===== src/rtl/alu_md_sequencer.sv =====
// Multi-cycle RV32M MUL/DIVU/REMU sequencer that borrows the shared combinational ALU.
// Shift-add multiply, restoring divide, one operation in flight, valid/ready on both sides.
module alu_md_sequencer #(
  parameter int XLEN = 32
) (
  input  logic            clk,
  input  logic            rst_n,
  input  logic            in_valid,
  output logic            in_ready,
  input  logic [1:0]      in_op,
  input  logic [XLEN-1:0] in_a,
  input  logic [XLEN-1:0] in_b,
  output logic            out_valid,
  input  logic            out_ready,
  output logic [XLEN-1:0] out_result,
  output logic [3:0]      alu_control,
  output logic [XLEN-1:0] alu_src_a,
  output logic [XLEN-1:0] alu_src_b,
  input  logic [XLEN-1:0] alu_result,
  input  logic            alu_zero
);

  typedef enum logic [2:0] {IDLE, MUL_STEP, DIV_CMP, DIV_SUB, DONE} state_t;

  localparam logic [3:0] ALU_ADD  = 4'b0000;
  localparam logic [3:0] ALU_SUB  = 4'b1000;
  localparam logic [3:0] ALU_SLTU = 4'b0011;
  localparam logic [4:0] LAST     = 5'(XLEN - 1);

  state_t          state, state_nxt;
  logic [4:0]      cnt;
  logic [XLEN-1:0] acc, mcand, mplier;
  logic [XLEN-1:0] rem, quo, dvs;
  logic [XLEN-1:0] result;
  logic            lt, is_rem;
  logic [XLEN-1:0] sh;
  logic            last;

  assign sh         = {rem[XLEN-2:0], quo[XLEN-1]};
  assign last       = (cnt == LAST);
  assign in_ready   = (state == IDLE);
  assign out_valid  = (state == DONE);
  assign out_result = result;

  always_comb begin
    state_nxt   = state;
    alu_control = ALU_ADD;
    alu_src_a   = '0;
    alu_src_b   = '0;
    case (state)
      IDLE: begin
        if (in_valid) begin
          case (in_op)
            2'b00:        state_nxt = MUL_STEP;
            2'b01, 2'b10: state_nxt = (in_b == '0) ? DONE : DIV_CMP;
            default:      state_nxt = DONE;
          endcase
        end
      end
      MUL_STEP: begin
        alu_control = ALU_ADD;
        alu_src_a   = acc;
        alu_src_b   = mcand;
        if (last) state_nxt = DONE;
      end
      DIV_CMP: begin
        alu_control = ALU_SLTU;
        alu_src_a   = sh;
        alu_src_b   = dvs;
        state_nxt   = DIV_SUB;
      end
      DIV_SUB: begin
        alu_control = ALU_SUB;
        alu_src_a   = rem;
        alu_src_b   = dvs;
        state_nxt   = last ? DONE : DIV_CMP;
      end
      DONE: begin
        if (out_ready) state_nxt = IDLE;
      end
      default: state_nxt = IDLE;
    endcase
  end

  // The shifted-out dividend bit (rem[MSB]) makes the partial remainder 33 bits wide,
  // which can never be below the divisor, so it forces a subtract.
  always_ff @(posedge clk or negedge rst_n) begin
    if (!rst_n) begin
      state  <= IDLE;
      cnt    <= '0;
      acc    <= '0;
      mcand  <= '0;
      mplier <= '0;
      rem    <= '0;
      quo    <= '0;
      dvs    <= '0;
      result <= '0;
      lt     <= 1'b0;
      is_rem <= 1'b0;
    end else begin
      state <= state_nxt;
      case (state)
        IDLE: begin
          if (in_valid) begin
            cnt    <= '0;
            acc    <= '0;
            mcand  <= in_a;
            mplier <= in_b;
            rem    <= '0;
            quo    <= in_a;
            dvs    <= in_b;
            lt     <= 1'b0;
            is_rem <= (in_op == 2'b10);
            case (in_op)
              2'b01:   result <= '1;
              2'b10:   result <= in_a;
              default: result <= '0;
            endcase
          end
        end
        MUL_STEP: begin
          if (mplier[0]) acc <= alu_result;
          mcand  <= mcand << 1;
          mplier <= mplier >> 1;
          cnt    <= cnt + 5'd1;
          if (last) result <= mplier[0] ? alu_result : acc;
        end
        DIV_CMP: begin
          rem <= sh;
          quo <= quo << 1;
          lt  <= !alu_zero && !rem[XLEN-1];
        end
        DIV_SUB: begin
          if (!lt) begin
            rem    <= alu_result;
            quo[0] <= 1'b1;
          end
          cnt <= cnt + 5'd1;
          if (last) begin
            if (is_rem) result <= lt ? rem : alu_result;
            else        result <= {quo[XLEN-1:1], !lt};
          end
        end
        default: ;
      endcase
    end
  end

endmodule


===== config.mk =====
export PLATFORM = sky130hd
export DESIGN_NAME = alu_md_sequencer
export DESIGN_NICKNAME = d
export VERILOG_FILES = /design/src/rtl/alu_md_sequencer.sv
export SDC_FILE = /design/constraint.sdc
export NUM_CORES = 1
export LEC_CHECK = 0
export CAP_MARGIN = 20
export CORE_MARGIN = 5
export CORE_UTILIZATION = 25
export DETAILED_ROUTE_END_ITERATION = 10
export GPL_TIMING_DRIVEN = 0
export HOLD_SLACK_MARGIN = 0.08
export PLACE_DENSITY = 0.56
export SLEW_MARGIN = 20
export SYNTH_ARGS = -nofsm -noshare
export SYNTH_HDL_FRONTEND = slang
export SYNTH_SLANG_ARGS = --single-unit

===== constraint.sdc =====
create_clock -name clk -period 2 [get_ports clk]
set_input_delay 0.2 -clock clk [delete_from_list [all_inputs] [get_ports clk]]
set_output_delay 0.2 -clock clk [all_outputs]
set_load 0.005 [all_outputs]

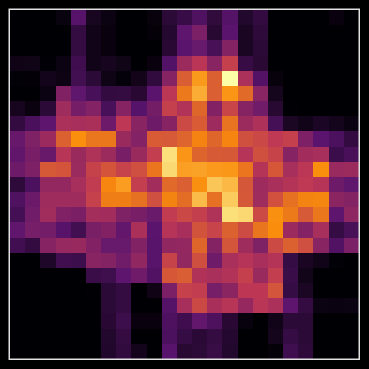
Figure 1: run 1, wiring heat map.
Scale: 1.5 px per um. 23 x 23 tiles, from black (low) to pale yellow (high), scaled to the fullest tile. Values are wire area over tile area, all layers added.
tiles over half the peak: 21%
densest ninth of the die: center
mean over tiles: 0.16
nearly empty tiles: 25%
Total GRT Usage: 17.82%
vias: 12230
post-detailed-route wirelength per cell: 22.25 um

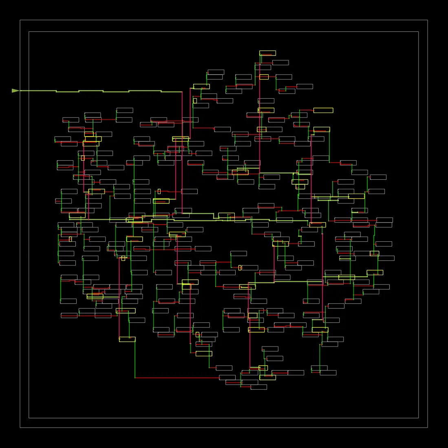
Figure 2: run 1, clock wiring as the flow saved it.
clock buffer count from CTS: 29
number of sequential cells: 234
clock latency of the later-clocked register in the worst-skew pair: 0.56 ns
clkbuf count: 40
clk sink count: 234

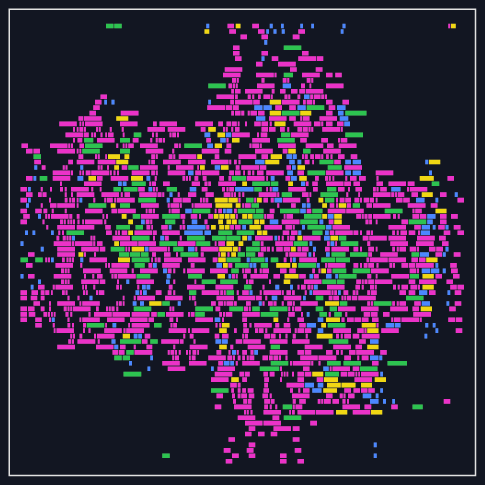
Figure 3: run 1, cell sizes after repair.
Scale: 2 px per um.
| color | size | cells | share |
|---|---|---|---|
| blue | x2 | 205 | 12% |
| yellow | x3 and x4 | 113 | 6.7% |
| magenta | x1 and smaller | 1215 | 72% |
| green | x6 and larger | 153 | 9.1% |
Final Instance Area: 0.01861 sq mm
number of non-clock buffers in the layout: 402
setup slack of the critical path after layout: -0.3938 ns
Synth-to-Final Area Change: 50.49%

==> impl_metrics.xml, run 1 <==
<?xml version="1.0" encoding="UTF-8"?>
<metrics>
  <group name="critical_path">
    <metric name="critPathKind" unit="">register to output port</metric>
    <metric name="setup.worst_path.end_class" unit="">output port</metric>
    <metric name="crit_required" unit="ns">1.80</metric>
    <metric name="worst-path-buf-inv" unit="">6</metric>
    <metric name="worst-r2r-cell-count" unit="">10</metric>
    <metric name="setup.worst_path.end" unit="">alu_src_b[18]</metric>
    <metric name="setup.worst_path.start" unit="">state[2]$_DFFE_PN0P_</metric>
    <metric name="critPathLaunchType" unit="">register</metric>
    <metric name="worst_path_dominant_cell_family" unit="">buffers and inverters</metric>
    <metric name="crit_path_cell_trace" unit="">buf_12, nor3b_4, buf_6, buf_6, buf_12, buf_8, a22o_1, buf_2</metric>
    <metric name="crit_path_max_fanout" unit="">6</metric>
    <metric name="worst_r2r_startpoint" unit="">state[0]$_DFFE_PN0P_</metric>
    <metric name="r2r-end" unit="">mplier[16]$_DFFE_PN0P_</metric>
    <metric name="timing.reg2reg.setup_slack" unit="ns">-0.14</metric>
    <metric name="timing.critical_path.depth" unit="">8</metric>
    <metric name="max_stage_delay" unit="ns">0.44</metric>
    <metric name="cp_slowest_cell" unit="">dfrtp_2</metric>
    <metric name="critPathArrivalTime" unit="ns">2.19</metric>
  </group>
  <group name="power_and_ir_drop">
    <metric name="power_clock" unit="W">0.00521</metric>
    <metric name="seq_power_share" unit="%">26.7</metric>
    <metric name="power.sequential.total" unit="W">0.00891</metric>
    <metric name="power.share.combinational" unit="%">57.6</metric>
    <metric name="peakVddDrop" unit="mV">0.6965</metric>
    <metric name="powerComb" unit="W">0.0192</metric>
    <metric name="switchingPower" unit="W">0.01399</metric>
    <metric name="top_power_group" unit="">combinational cells</metric>
    <metric name="internal_power" unit="W">0.01932</metric>
    <metric name="clock_power_share" unit="%">15.6</metric>
    <metric name="cellLeakagePower" unit="nW">8.388</metric>
    <metric name="power.switching_fraction" unit="%">42.01</metric>
    <metric name="power-per-cell-area" unit="mW/mm^2">1790</metric>
  </group>
  <group name="cts">
    <metric name="post-cts-setup-buffers" unit="">28</metric>
    <metric name="clock-root-buffer" unit="">clkbuf_16</metric>
    <metric name="cts.htree.levels" unit="">1</metric>
    <metric name="postCtsHoldBufs" unit="">1</metric>
    <metric name="tritoncts_clock_tree" unit="">yes</metric>
    <metric name="clock_path_buffers" unit="">3</metric>
    <metric name="path_clk_slew" unit="ns">0.06</metric>
    <metric name="post_cts_resized" unit="">451</metric>
  </group>
  <group name="timing">
    <metric name="holdWs" unit="ns">0.2123</metric>
    <metric name="max_slew_headroom" unit="%">56.34</metric>
    <metric name="setup_tns" unit="ns">-28.55</metric>
    <metric name="setup_viol" unit="">220</metric>
    <metric name="fin_crit_sh" unit="%">119.7</metric>
    <metric name="layout_min_cycle_time" unit="ns">2.394</metric>
    <metric name="fmax" unit="MHz">417.7</metric>
    <metric name="timing_worst_slew_pin_value" unit="ns">0.6549</metric>
    <metric name="finClkSkew" unit="ns">0.01959</metric>
    <metric name="setup_repair_after_global_routing_missed_its_margin" unit="">true</metric>
    <metric name="final_critical_path_setup_slack" unit="ns">-0.3938</metric>
    <metric name="slew_viol_final" unit="">0</metric>
    <metric name="hold_viol_final" unit="">0</metric>
  </group>
  <group name="status">
    <metric name="violated_checks" unit="">negative setup slack</metric>
    <metric name="run_status" unit="">finished with violations</metric>
  </group>
  <group name="synthesis">
    <metric name="synth_top_area_share" unit="%">47.35</metric>
    <metric name="synth-edff-count" unit="">0</metric>
    <metric name="synth_warnings" unit="">0</metric>
    <metric name="netlist_instances" unit="">1364</metric>
    <metric name="synthArstFlopShare" unit="%">100.0</metric>
    <metric name="yosys_most_used_dff" unit="">dfrtp_1</metric>
    <metric name="avgSynthCellArea" unit="sq um">9.067</metric>
    <metric name="netlist-cell-type-count" unit="">47</metric>
    <metric name="synth_stat.cells" unit="">1364</metric>
    <metric name="synth-seq-area-share" unit="%">47.35</metric>
    <metric name="postSynthRegisterBits" unit="">234</metric>
    <metric name="cell_taking_the_most_area_after_synthesis" unit="">dfrtp_1</metric>
    <metric name="ys_area" unit="sq mm">0.01237</metric>
    <metric name="mappedNetlistNets" unit="">1474</metric>
    <metric name="post_synth_main_area_contributors" unit="">dfrtp_1 (47%), nand2_1 (10%), mux2i_1 (7.7%)</metric>
    <metric name="netlist_area" unit="sq mm">0.01237</metric>
    <metric name="synth.top_cells.by_count" unit="">nand2_1 (330), dfrtp_1 (234), a21oi_1 (100)</metric>
    <metric name="top_cell" unit="">nand2_1</metric>
  </group>
  <group name="route">
    <metric name="sum_of_met2_wire_segment_lengths_after_detailed_routing" unit="mm">24.39</metric>
    <metric name="antenna_left" unit="">0</metric>
    <metric name="first_iter_violations" unit="">1324</metric>
    <metric name="detail_route.wirelength.met1" unit="mm">22.89</metric>
    <metric name="routed-wl-met3" unit="mm">3.894</metric>
    <metric name="count_of_unresolved_drc_violations_after_routing" unit="">0</metric>
    <metric name="top_signal_layer_used" unit="">met5</metric>
    <metric name="avgViaCountPerCell" unit="">5.189</metric>
    <metric name="drt-total-wl" unit="mm">52.44</metric>
    <metric name="firstDrtPassIters" unit="">7</metric>
  </group>
  <group name="floorplanning">
    <metric name="placement_rows" unit="">81</metric>
    <metric name="pin_count" unit="">205</metric>
    <metric name="core_area" unit="sq mm">0.04895</metric>
    <metric name="fp.dieH" unit="um">232.4</metric>
    <metric name="fp.dieW" unit="um">232.4</metric>
    <metric name="floorplan.initialDensity" unit="%">25.26</metric>
    <metric name="chip_area" unit="sq mm">0.05401</metric>
  </group>
  <group name="global_routing">
    <metric name="grt_max_degree" unit="">65</metric>
    <metric name="gr-total-overflow" unit="">0</metric>
    <metric name="grt_use_met2" unit="%">28.18</metric>
    <metric name="antenna_violations_before_repair" unit="">10</metric>
    <metric name="wire_length_of_the_first_global_routing_pass" unit="mm">74.72</metric>
    <metric name="grt_util_met1" unit="%">25.43</metric>
    <metric name="first_global_vias" unit="">11700</metric>
    <metric name="met3_track_demand_over_resource" unit="%">3.258</metric>
    <metric name="grt.busiest_layer" unit="">met2</metric>
  </group>
  <group name="place">
    <metric name="io_buffer_count" unit="">203</metric>
    <metric name="placement.setup.worst_slack" unit="ns">-0.6450</metric>
    <metric name="detailedPlacementHpwl" unit="mm">37.33</metric>
    <metric name="place.gp.congestion" unit="">0.8670</metric>
  </group>
  <group name="cells_and_area">
    <metric name="nets" unit="">1781</metric>
    <metric name="final_layout_size_suffix_gt1_share" unit="%">27.94</metric>
    <metric name="final_common_cell" unit="">nand2_1</metric>
    <metric name="layout_top_cells" unit="">nand2_1 (271), dfrtp_1 (231), clkdlybuf4s50_1 (133)</metric>
  </group>
  <group name="min_path">
    <metric name="timing.hold.worst.class" unit="">input port to asynchronous set/reset pin</metric>
  </group>
  <group name="run">
    <metric name="warning_count" unit="">32</metric>
    <metric name="maxCapViolCount" unit="">0</metric>
  </group>
</metrics>
[run 1: worst min-delay path by stage]
stage                           startpoint                        end  slack, ns  cells past startpoint
floorplan                            rst_n         acc[0]$_DFFE_PN0P_       -0.1                      0
global placement    mplier[30]$_DFFE_PN0P_     mplier[30]$_DFFE_PN0P_       0.46                      2
detailed placement                   rst_n         acc[9]$_DFFE_PN0P_       0.19                      1
CTS                                  rst_n         acc[9]$_DFFE_PN0P_       0.22                      2
global route                         rst_n  out_result[8]$_DFFE_PN0P_       0.27                      2
finish                               rst_n         acc[9]$_DFFE_PN0P_       0.21                      2
[run 1: cell families (layout without fill, tap and decap cells)]
| kind of cell | after synthesis | count (layout) | synth area share (%) |
|---|---|---|---|
| mux | 96 | 96 | 7.780 |
| buf+inv | 161 | 483 | 6.455 |
| xor+xnor | 2 | 2 | 0.1417 |
| compound gates | 398 | 398 | 22.13 |
| flops | 234 | 234 | 47.35 |
| other cells | 1 | 8 | 0.03032 |
| simple gates | 465 | 465 | 15.41 |
| fa+ha+maj | 7 | 7 | 0.7082 |
[run 1: area by class of cell]
cell class,instances,area [sq um]
clock inverter,6,80.08
buffer,124,1320
clock buffer,40,847.1
inverter,35,131.4
multi-input combinational,969,6705
antenna,7,17.52
sequential,234,5859
tap,664,830.8
fill,4858,30340
timing repair buffer,278,2819
[run 1: per-stage QoR]
stage / power, W / util, % / instance area [sq um] / std cells
floorplan: 0.01652 / - / 12370 / 1364
CTS: 0.03022 / 34.86 / 17060 / 2310
global route: 0.03514 / 38.01 / 18610 / 2355
global placement: 0.02301 / 31.11 / 15230 / 2231
finish: 0.03331 / 38.02 / 18610 / 2357
detailed placement: 0.02331 / 31.29 / 15320 / 2234
--- run 2 (diff from run 1) ---
- CTS_BUF_LIST: default -> sky130_fd_sc_hd__clkbuf_8
==> impl_metrics.xml, run 2 <==
<?xml version="1.0" encoding="UTF-8"?>
<metrics>
  <group name="cts">
    <metric name="cts-buffers-inserted" unit="">44</metric>
    <metric name="cts.htree.levels" unit="">2</metric>
    <metric name="clock_path_buffers" unit="">3</metric>
    <metric name="path_clk_slew" unit="ns">0.06</metric>
    <metric name="clock-root-buffer" unit="">clkbuf_8</metric>
    <metric name="cts_num_sinks" unit="">234</metric>
    <metric name="worst_skew_pair.late_latency" unit="ns">0.61</metric>
    <metric name="tritoncts_clock_tree" unit="">yes</metric>
  </group>
  <group name="critical_path">
    <metric name="r2r-end" unit="">rem[31]$_DFFE_PN0P_</metric>
    <metric name="setup.worst_path.end_class" unit="">output port</metric>
    <metric name="setup.worst_path.start" unit="">state[1]$_DFFE_PN0P_</metric>
    <metric name="worst-path-buf-inv" unit="">5</metric>
    <metric name="worst_r2r_startpoint" unit="">state[1]$_DFFE_PN0P_</metric>
    <metric name="critPathKind" unit="">register to output port</metric>
    <metric name="worst_path_dominant_cell_family" unit="">buffers and inverters</metric>
    <metric name="cp_slowest_cell" unit="">dfrtp_2</metric>
    <metric name="crit_required" unit="ns">1.80</metric>
    <metric name="crit_path_max_fanout" unit="">8</metric>
    <metric name="critPathArrivalTime" unit="ns">2.23</metric>
    <metric name="critPathLaunchType" unit="">register</metric>
    <metric name="crit_path_cell_trace" unit="">buf_8, buf_4, clkbuf_16, buf_4, mux2i_2, a211oi_4, buf_2</metric>
    <metric name="timing.critical_path.depth" unit="">7</metric>
    <metric name="worst-r2r-cell-count" unit="">9</metric>
    <metric name="timing.reg2reg.setup_slack" unit="ns">-0.01</metric>
    <metric name="max_stage_delay" unit="ns">0.42</metric>
    <metric name="setup.worst_path.end" unit="">alu_src_a[31]</metric>
    <metric name="path_common_cell" unit="">buf_4</metric>
  </group>
  <group name="cells_and_area">
    <metric name="postLayoutCellArea" unit="sq mm">0.01751</metric>
    <metric name="post_route_non_filler_standard_cell_count" unit="">2379</metric>
    <metric name="nets" unit="">1789</metric>
    <metric name="fillerInstances" unit="">4985</metric>
    <metric name="final_core_util" unit="%">35.77</metric>
    <metric name="final_layout_size_suffix_gt1_share" unit="%">22.46</metric>
    <metric name="final_common_cell" unit="">nand2_1</metric>
    <metric name="layout_top_cells" unit="">nand2_1 (318), dfrtp_1 (231), clkdlybuf4s50_1 (133)</metric>
    <metric name="syn_to_final_growth" unit="%">41.59</metric>
    <metric name="area.combinational" unit="sq mm">0.006116</metric>
    <metric name="footprint_of_the_flip_flops_and_latches" unit="sq mm">0.005859</metric>
  </group>
  <group name="synthesis">
    <metric name="synth-edff-count" unit="">0</metric>
    <metric name="cell_taking_the_most_area_after_synthesis" unit="">dfrtp_1</metric>
    <metric name="synth_warnings" unit="">0</metric>
    <metric name="netlist_area" unit="sq mm">0.01237</metric>
    <metric name="postSynthRegisterBits" unit="">234</metric>
    <metric name="netlist-cell-type-count" unit="">47</metric>
    <metric name="yosys_most_used_dff" unit="">dfrtp_1</metric>
    <metric name="netlist_instances" unit="">1364</metric>
    <metric name="ys_area" unit="sq mm">0.01237</metric>
    <metric name="top_cell" unit="">nand2_1</metric>
    <metric name="avgSynthCellArea" unit="sq um">9.067</metric>
    <metric name="post_synth_main_area_contributors" unit="">dfrtp_1 (47%), nand2_1 (10%), mux2i_1 (7.7%)</metric>
    <metric name="mappedNetlistNets" unit="">1474</metric>
    <metric name="synth_stat.cells" unit="">1364</metric>
    <metric name="synthArstFlopShare" unit="%">100.0</metric>
    <metric name="synth-seq-area-share" unit="%">47.35</metric>
    <metric name="synth.top_cells.by_count" unit="">nand2_1 (330), dfrtp_1 (234), a21oi_1 (100)</metric>
    <metric name="synth_top_area_share" unit="%">47.35</metric>
  </group>
  <group name="route">
    <metric name="firstDrtPassIters" unit="">8</metric>
    <metric name="drt-wirelength-per-cell" unit="um">21.33</metric>
    <metric name="antenna_left" unit="">0</metric>
    <metric name="first_iter_violations" unit="">1143</metric>
    <metric name="avgViaCountPerCell" unit="">5.061</metric>
    <metric name="count_of_unresolved_drc_violations_after_routing" unit="">0</metric>
    <metric name="detailroute.via_count" unit="">12040</metric>
    <metric name="drt-total-wl" unit="mm">50.74</metric>
  </group>
  <group name="global_routing">
    <metric name="grt_use_met2" unit="%">27.96</metric>
    <metric name="grt_util_met1" unit="%">25.57</metric>
    <metric name="first_global_vias" unit="">11740</metric>
    <metric name="grt_usage" unit="%">17.89</metric>
    <metric name="gr-total-overflow" unit="">0</metric>
    <metric name="antenna_violations_before_repair" unit="">6</metric>
    <metric name="met3_track_demand_over_resource" unit="%">3.356</metric>
    <metric name="grt_max_degree" unit="">65</metric>
    <metric name="wire_length_of_the_first_global_routing_pass" unit="mm">74.35</metric>
    <metric name="grt.busiest_layer" unit="">met2</metric>
  </group>
  <group name="power_and_ir_drop">
    <metric name="internal_power" unit="W">0.01772</metric>
    <metric name="peakVddDrop" unit="mV">0.7015</metric>
    <metric name="cellLeakagePower" unit="nW">8.100</metric>
    <metric name="power.switching_fraction" unit="%">42.43</metric>
    <metric name="power.share.combinational" unit="%">55.8</metric>
    <metric name="clock_power_share" unit="%">16.0</metric>
    <metric name="switchingPower" unit="W">0.01306</metric>
    <metric name="seq_power_share" unit="%">28.3</metric>
    <metric name="power_consumption" unit="W">0.03079</metric>
    <metric name="power-per-cell-area" unit="mW/mm^2">1758</metric>
  </group>
  <group name="status">
    <metric name="run_status" unit="">finished with violations</metric>
    <metric name="violated_checks" unit="">negative setup slack</metric>
  </group>
  <group name="floorplanning">
    <metric name="pin_count" unit="">205</metric>
    <metric name="floorplan.initialDensity" unit="%">25.26</metric>
    <metric name="core_area" unit="sq mm">0.04895</metric>
    <metric name="chip_area" unit="sq mm">0.05401</metric>
    <metric name="placement_rows" unit="">81</metric>
    <metric name="fp.dieH" unit="um">232.4</metric>
    <metric name="fp.dieW" unit="um">232.4</metric>
  </group>
  <group name="timing">
    <metric name="fin_crit_sh" unit="%">121.3</metric>
    <metric name="timing_worst_slew_pin_value" unit="ns">0.6329</metric>
    <metric name="holdWs" unit="ns">0.1564</metric>
    <metric name="max_slew_headroom" unit="%">57.81</metric>
    <metric name="setup_repair_after_global_routing_missed_its_margin" unit="">true</metric>
    <metric name="hold_viol_final" unit="">0</metric>
    <metric name="slew_viol_final" unit="">0</metric>
    <metric name="final_critical_path_setup_slack" unit="ns">-0.4268</metric>
    <metric name="fmax" unit="MHz">412.1</metric>
    <metric name="setup_tns" unit="ns">-18.54</metric>
    <metric name="setup_viol" unit="">74</metric>
    <metric name="layout_min_cycle_time" unit="ns">2.427</metric>
  </group>
  <group name="place">
    <metric name="place.gp.congestion" unit="">0.8670</metric>
    <metric name="dpl.cell_count" unit="">2234</metric>
    <metric name="io_buffer_count" unit="">203</metric>
    <metric name="detailedPlacementHpwl" unit="mm">37.33</metric>
    <metric name="placed_area" unit="sq mm">0.01532</metric>
    <metric name="placement.setup.worst_slack" unit="ns">-0.6450</metric>
  </group>
  <group name="run">
    <metric name="maxCapViolCount" unit="">0</metric>
    <metric name="warning_count" unit="">32</metric>
  </group>
  <group name="min_path">
    <metric name="timing.hold.worst.class" unit="">input port to asynchronous set/reset pin</metric>
  </group>
</metrics>
## run 2: cell counts after synthesis
No cell type changed its count.
## run 2: cells by family (layout without fill, tap and decap cells)
group	after synthesis	in the layout	share of synthesized area, %
AND-OR/OR-AND	398	398	22.13
XOR/XNOR	2	2	0.1417
adder cells (fa/ha/maj)	7	7	0.7082
buffers and inverters	161	507	6.455
flip-flops	234	234	47.35
multiplexers	96	96	7.780
other	1	6	0.03032
AND/OR/NAND/NOR	465	465	15.41
## run 2: power groups by stage
| stage | combinational, W | sequential, W | clock, W |
|---|---|---|---|
| floorplan | 0.00844 | 0.00808 | 0 |
| global placement | 0.0144 | 0.00860 | 0 |
| detailed placement | 0.0147 | 0.00865 | 0 |
| CTS | 0.0161 | 0.00861 | 0.00503 |
| global route | 0.0186 | 0.00891 | 0.00520 |
| finish | 0.0172 | 0.00870 | 0.00491 |
## run 2: per-layer routing
metal / share of wire [%] / wire length, um
met1: 45 / 22650
met2: 46 / 23300
met3: 7.2 / 3676
met4: 2.1 / 1087
met5: 0.075 / 38
## run 2: what timing repair did
action                                  in CTS  in global routing
hold endpoints to repair                   234                  0
pin swaps                                   56                 61
gates cloned                                 2                  5
resized                                    422                143
hold buffers                                 1                  0
buffers inserted                            34                 28
endpoints found under the setup margin     150                158
## run 2: final cells by class
| type | instances | area share [%] |
|---|---|---|
| inverter | 35 | 0.7503 |
| multi-input combinational | 969 | 34.93 |
| antenna | 5 | 0.07145 |
| tap | 664 | 4.745 |
| clock buffer | 59 | 4.637 |
| sequential | 234 | 33.46 |
| timing repair buffer | 274 | 14.95 |
| buffer | 121 | 5.831 |
| clock inverter | 18 | 0.6288 |
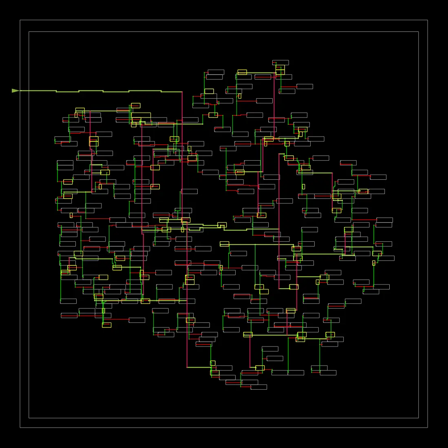
Figure 4: run 2, clock wiring as the flow saved it.
Clock group: 0.00491 W
worst clock skew: 0.02709 ns
clkbuf count: 59

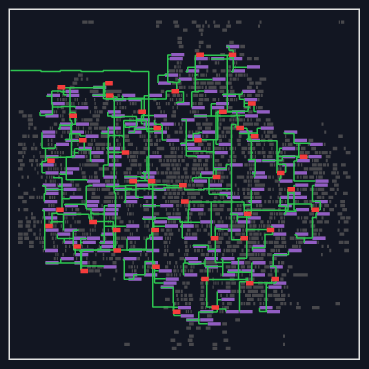
Figure 5: run 2, routed clock nets over the placement.
Scale: 1.5 px per um.
[purple] flip-flops | count: 234
[red] clock-net drivers | count: 44
[green] clock wires | length: 3870 um
routed clock nets: 45

Power is estimated from default activity; no workload was simulated.
